==> src/rtl/seven_seg_scan_shifter.sv <==
// Multiplexed seven-segment scanner. It forms one {digit-select, segments} word per
// digit slot and shifts that word MSB first into a 74HC595-style chain, then latches it.
module seven_seg_scan_shifter #(
   parameter int NUM_DIGITS     = 3,
   parameter int SHIFT_DIV      = 2,
   parameter int DWELL_CYCLES   = 16000,
   parameter bit SEG_ACTIVE_LOW = 1'b0,
   parameter bit DIG_ACTIVE_LOW = 1'b0
) (
   input  logic                    CLK,
   input  logic                    i_reset_n,
   input  logic [4*NUM_DIGITS-1:0] i_digits,
   input  logic [NUM_DIGITS-1:0]   i_dp,
   input  logic [NUM_DIGITS-1:0]   i_blank,
   input  logic                    i_lzs,
   input  logic                    i_load,
   output logic                    o_sh_ds,
   output logic                    o_sh_clk,
   output logic                    o_sh_latch,
   output logic [2:0]              o_digit,
   output logic                    o_frame_done
);

   localparam int MIN_SLOT = 2 + 33 * SHIFT_DIV;
   localparam int SLOT     = (DWELL_CYCLES > MIN_SLOT) ? DWELL_CYCLES : MIN_SLOT;
   localparam int SW       = $clog2(SLOT);
   localparam int PW       = (SHIFT_DIV > 1) ? $clog2(SHIFT_DIV) : 1;

   localparam logic [PW-1:0] PHASE_LAST  = PW'(SHIFT_DIV - 1);
   localparam logic [SW-1:0] SLOT_LAST   = SW'(SLOT - 1);
   localparam logic [SW-1:0] FIRST_DWELL = SW'(1 + 33 * SHIFT_DIV);
   localparam logic [2:0]    DIGIT_LAST  = 3'(NUM_DIGITS - 1);

   typedef enum logic [2:0] {
      S_LOAD,
      S_SHIFT_LO,
      S_SHIFT_HI,
      S_LATCH,
      S_DWELL
   } state_t;

   state_t                  state, state_next;
   logic [PW-1:0]           phase;
   logic [3:0]              bit_idx;
   logic [SW-1:0]           slot_cnt;
   logic [2:0]              digit;
   logic [15:0]             word, word_next;
   logic                    phase_end, slot_end;

   logic [4*NUM_DIGITS-1:0] sh_digits, act_digits, src_digits;
   logic [NUM_DIGITS-1:0]   sh_dp, act_dp, src_dp;
   logic [NUM_DIGITS-1:0]   sh_blank, act_blank, src_blank;
   logic                    sh_lzs, act_lzs, src_lzs;

   function automatic logic [6:0] seg_hex(input logic [3:0] nib);
      logic [6:0] s;
      case (nib)
         4'h0: s = 7'h3F;  4'h1: s = 7'h06;  4'h2: s = 7'h5B;  4'h3: s = 7'h4F;
         4'h4: s = 7'h66;  4'h5: s = 7'h6D;  4'h6: s = 7'h7D;  4'h7: s = 7'h07;
         4'h8: s = 7'h7F;  4'h9: s = 7'h6F;  4'hA: s = 7'h77;  4'hB: s = 7'h7C;
         4'hC: s = 7'h39;  4'hD: s = 7'h5E;  4'hE: s = 7'h79;  default: s = 7'h71;
      endcase
      return s;
   endfunction

   // zero_run stays set while every nibble from the top down to i is zero with no dp,
   // which is exactly the condition under which digit i may be suppressed.
   function automatic logic [15:0] make_word(
      input logic [4*NUM_DIGITS-1:0] v,
      input logic [NUM_DIGITS-1:0]   dp,
      input logic [NUM_DIGITS-1:0]   blank,
      input logic                    lzs,
      input logic [2:0]              d
   );
      logic [3:0] nib;
      logic       dp_d, blank_d, zero_run, sup;
      logic [7:0] seg, sel;
      nib      = 4'h0;
      dp_d     = 1'b0;
      blank_d  = 1'b0;
      zero_run = 1'b1;
      sup      = 1'b0;
      for (int i = NUM_DIGITS - 1; i >= 0; i--) begin
         zero_run = zero_run & (v[4*i +: 4] == 4'h0) & ~dp[i];
         if (d == 3'(i)) begin
            nib     = v[4*i +: 4];
            dp_d    = dp[i];
            blank_d = blank[i];
            sup     = lzs & zero_run & (i != 0);
         end
      end
      seg = (blank_d | sup) ? 8'h00 : {dp_d, seg_hex(nib)};
      sel = 8'h01 << d;
      return {sel ^ {8{DIG_ACTIVE_LOW}}, seg ^ {8{SEG_ACTIVE_LOW}}};
   endfunction

   assign phase_end = (phase == PHASE_LAST);
   assign slot_end  = (slot_cnt == SLOT_LAST);
   assign o_digit   = digit;

   // Digit 0 reads the shadow (or the bypassed input) so a new frame starts atomically.
   always_comb begin
      src_digits = act_digits;
      src_dp     = act_dp;
      src_blank  = act_blank;
      src_lzs    = act_lzs;
      if (digit == 3'd0) begin
         if (i_load) begin
            src_digits = i_digits;
            src_dp     = i_dp;
            src_blank  = i_blank;
            src_lzs    = i_lzs;
         end else begin
            src_digits = sh_digits;
            src_dp     = sh_dp;
            src_blank  = sh_blank;
            src_lzs    = sh_lzs;
         end
      end
      word_next = make_word(src_digits, src_dp, src_blank, src_lzs, digit);
   end

   always_comb begin
      state_next   = state;
      o_sh_ds      = 1'b0;
      o_sh_clk     = 1'b0;
      o_sh_latch   = 1'b0;
      o_frame_done = 1'b0;
      unique case (state)
         S_LOAD: state_next = S_SHIFT_LO;
         S_SHIFT_LO: begin
            o_sh_ds = word[bit_idx];
            if (phase_end) state_next = S_SHIFT_HI;
         end
         S_SHIFT_HI: begin
            o_sh_ds  = word[bit_idx];
            o_sh_clk = 1'b1;
            if (phase_end) state_next = (bit_idx == 4'd0) ? S_LATCH : S_SHIFT_LO;
         end
         S_LATCH: begin
            o_sh_latch = 1'b1;
            if (phase_end) state_next = S_DWELL;
         end
         S_DWELL: begin
            o_frame_done = (slot_cnt == FIRST_DWELL) && (digit == DIGIT_LAST);
            if (slot_end) state_next = S_LOAD;
         end
         default: state_next = S_LOAD;
      endcase
   end

   always_ff @(posedge CLK) begin
      if (!i_reset_n) begin
         state      <= S_LOAD;
         phase      <= '0;
         bit_idx    <= 4'd15;
         slot_cnt   <= '0;
         digit      <= 3'd0;
         word       <= 16'h0000;
         sh_digits  <= '0;
         sh_dp      <= '0;
         sh_blank   <= '0;
         sh_lzs     <= 1'b0;
         act_digits <= '0;
         act_dp     <= '0;
         act_blank  <= '0;
         act_lzs    <= 1'b0;
      end else begin
         state    <= state_next;
         phase    <= (state_next != state) ? '0 : phase + 1'b1;
         slot_cnt <= (state == S_LOAD) ? SW'(1) : slot_cnt + 1'b1;
         if (i_load) begin
            sh_digits <= i_digits;
            sh_dp     <= i_dp;
            sh_blank  <= i_blank;
            sh_lzs    <= i_lzs;
         end
         case (state)
            S_LOAD: begin
               word    <= word_next;
               bit_idx <= 4'd15;
               if (digit == 3'd0) begin
                  act_digits <= src_digits;
                  act_dp     <= src_dp;
                  act_blank  <= src_blank;
                  act_lzs    <= src_lzs;
               end
            end
            S_SHIFT_HI: if (phase_end && bit_idx != 4'd0) bit_idx <= bit_idx - 4'd1;
            S_DWELL:    if (slot_end) digit <= (digit == DIGIT_LAST) ? 3'd0 : digit + 3'd1;
            default: ;
         endcase
      end
   end

endmodule
==> config.mk <==
export PLATFORM = sky130hd
export DESIGN_NAME = seven_seg_scan_shifter
export DESIGN_NICKNAME = d
export VERILOG_FILES = /design/src/rtl/seven_seg_scan_shifter.sv
export SDC_FILE = /design/constraint.sdc
export NUM_CORES = 1
export LEC_CHECK = 0
export CAP_MARGIN = 20
export CORE_UTILIZATION = 60
export DETAILED_ROUTE_END_ITERATION = 16
export MAX_ROUTING_LAYER = met4
export PLACE_DENSITY = 0.79
export SETUP_SLACK_MARGIN = 0.15
export SYNTH_ARGS = -nofsm -noshare
export SYNTH_HDL_FRONTEND = slang
export SYNTH_SLANG_ARGS = --single-unit
==> constraint.sdc <==
create_clock -name CLK -period 4.3 [get_ports CLK]
set_input_delay 0.645 -clock CLK [delete_from_list [all_inputs] [get_ports CLK]]
set_output_delay 0.645 -clock CLK [all_outputs]
set_load 0.02 [all_outputs]
### Met3 routing, run 1

Scale: 4 px per um. Cells faint in the background.
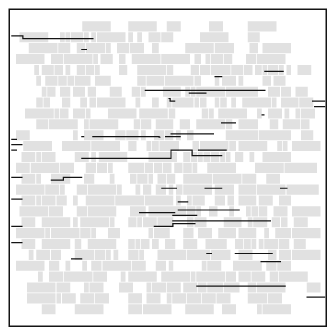
share of all routed wire = 4.3%
nets with wire on the layer = 25
met3 Use GR: 0.0437
DRT Wirelength: 6.88 mm

### Sequential cells coloured by netlist name, run 1

Scale: 4 px per um. Other sequential cells in the stronger grey, the rest of the logic in the fainter grey.
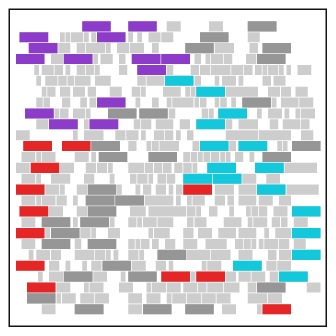
purple -> `slot_cnt`  # sequential cells 14
red -> `sh_digits`  # sequential cells 12
cyan -> `word`  # sequential cells 16
flop share of the area: 0.368
Power Sequential: 0.742 mW
Sequential cell area: 0.00146 mm^2
Final Util: 0.708

### Signal wires by layer, run 1

Scale: 4 px per um.
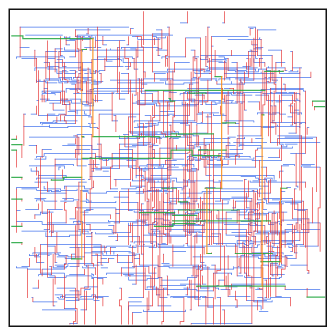
green -> M3  # wire length 294 um
red -> M2  # wire length 3,080 um
blue -> M1  # wire length 3,320 um
orange -> M4  # wire length 182 um
vias: 2,714
GRT Total Usage: 0.251

==> flow_metrics.py, run 1 <==
# Metrics from the implementation run
metrics = {
    "power": {
        "powerClk_mw": 0.455,
        "combPwrFrac": 0.132,
    },
    "drt": {
        "drc_errors": 0,
        "wl_met1_mm": 3.32,
    },
    "grt": {
        "top_usage_layer": "met2",
        "antenna_found_initial": 0,
    },
    "hold_path": {
        "min_to": "word[14]",
        "hold_path_class": "reg -> reg",
        "hp-start": "word[14]",
    },
    "clock_tree": {
        "clock_latency_ps": 340,
        "post-cts-setup-buffer-count": 0,
        "cts_tree": "done",
    },
    "outcome": {
        "status": "completed",
    },
    "place": {
        "gp_congestion": 0.836,
        "dp_worst_setup_slack_ps": 1030,
        "dpl.cell_count": 454,
    },
    "floorplan": {
        "rows": 27,
    },
    "yosys": {
        "syn_nets": 409,
        "top_cells_by_count": "dfxtp_1 (73), nor2_1 (51), nand2_1 (29)",
        "muxShareOfSynthArea": 0.110,
        "most_common_cell": "dfxtp_1",
        "fa_ha_area_frac": 0.0353,
    },
    "critical_path": {
        "reg2reg_from": "o_digit[2]",
        "slowest_stage": "dfxtp_1",
        "cp.arrival_ps": 2640,
        "criticalPathCategory": "reg -> out",
        "cp_slowest_stage_delay_ps": 560,
    },
    "flow_run": {
        "warnings": 32,
    },
    "sta": {
        "worstMarginPinSlew_ps": 814,
        "holdWs_ps": 454,
        "rsz0062_at_grt": "no",
        "period_needed_ps": 3290,
        "fin_tns_setup_ps": 0,
    },
    "finish": {
        "layoutNonFillerInstCount": 469,
    },
}
## Run 2: what changed since run 1
--- a/config.mk
+++ b/config.mk
@@ -6,10 +6,10 @@
 export NUM_CORES = 1
 export LEC_CHECK = 0
 export CAP_MARGIN = 20
-export CORE_UTILIZATION = 60
+export CORE_UTILIZATION = 57
 export DETAILED_ROUTE_END_ITERATION = 16
 export MAX_ROUTING_LAYER = met4
-export PLACE_DENSITY = 0.79
+export PLACE_DENSITY = 0.75
 export SETUP_SLACK_MARGIN = 0.15
 export SYNTH_ARGS = -nofsm -noshare
 export SYNTH_HDL_FRONTEND = slang
==> constraint.sdc (replaced) <==
create_clock -name CLK -period 3.3 [get_ports CLK]
set_input_delay 0.495 -clock CLK [delete_from_list [all_inputs] [get_ports CLK]]
set_output_delay 0.495 -clock CLK [all_outputs]
set_load 0.02 [all_outputs]
### Signal wires by layer, run 2

Scale: 3 px per um.
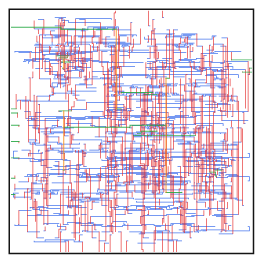
blue -> M1  # wire length 3,520 um
orange -> M4  # wire length 87.0 um
red -> M2  # wire length 3,330 um
green -> M3  # wire length 165 um
vias: 2,694
per-cell routed wire length: 14.8 um
DRT Wirelength: 7.10 mm
GRT Total Usage: 0.243

### Track usage over the die, run 2

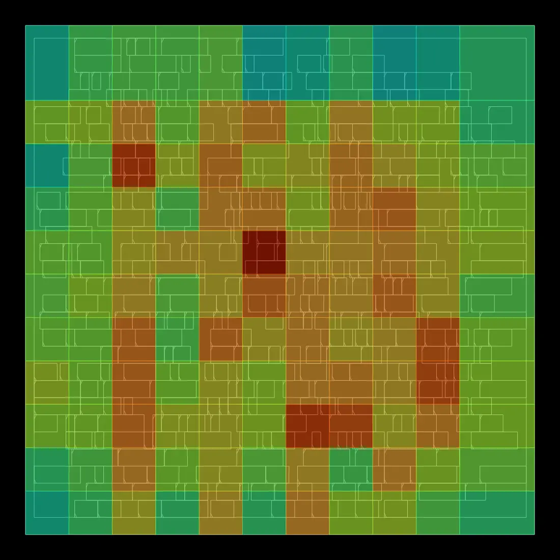
Top Usage Layer GRT: met2
met2 Use GR: 0.378
Final Util: 0.680

==> flow_metrics.py, run 2 <==
# Metrics from the implementation run
metrics = {
    "drt": {
        "wl_met1_mm": 3.52,
        "drc_errors": 0,
    },
    "floorplan": {
        "die_x_um": 80.9,
        "rows": 28,
        "fp_util": 0.596,
    },
    "outcome": {
        "status": "completed",
    },
    "flow_run": {
        "drv_cap": 0,
        "warnings": 32,
    },
    "place": {
        "dp_worst_setup_slack_ps": 506,
        "gp_congestion": 0.872,
        "dpl.cell_count": 463,
    },
    "sta": {
        "max_freq_mhz": 336,
        "worstMarginPinSlew_ps": 741,
        "clock_skew_ps": 13.5,
        "holdWs_ps": 461,
        "period_needed_ps": 2970,
        "fin_tns_setup_ps": 0,
        "worst_slack_ps": 325,
    },
    "critical_path": {
        "slowest_stage": "clkdlybuf4s50_1",
        "criticalPathCategory": "reg -> out",
        "cp_slowest_stage_delay_ps": 550,
        "reg2reg_from": "o_digit[2]",
    },
    "finish": {
        "inverters": 8,
        "fill_cells": 499,
        "seq_area_mm2": 0.00146,
        "sh_seq_area": 0.361,
    },
    "yosys": {
        "muxShareOfSynthArea": 0.110,
        "syn_nets": 409,
        "fa_ha_area_frac": 0.0353,
        "most_common_cell": "dfxtp_1",
        "top_cells_by_count": "dfxtp_1 (73), nor2_1 (51), nand2_1 (29)",
    },
    "grt": {
        "grt_use_met3": 0.0371,
        "antenna_found_initial": 0,
    },
    "hold_path": {
        "min_to": "word[15]",
        "hold_path_class": "reg -> reg",
        "hp-start": "word[15]",
    },
    "power": {
        "combPwrFrac": 0.128,
        "pg_seq_mw": 0.968,
        "leakage_nw": 1.57,
        "powerClk_mw": 0.651,
    },
    "clock_tree": {
        "cts_tree": "done",
        "post-cts-setup-buffer-count": 0,
        "clk_pin_slew_worst_paths_ps": 80,
        "cts_buffer_depth": 2,
        "clock_latency_ps": 350,
    },
}
No activity file was given, so power comes from the tool's default toggle rates.
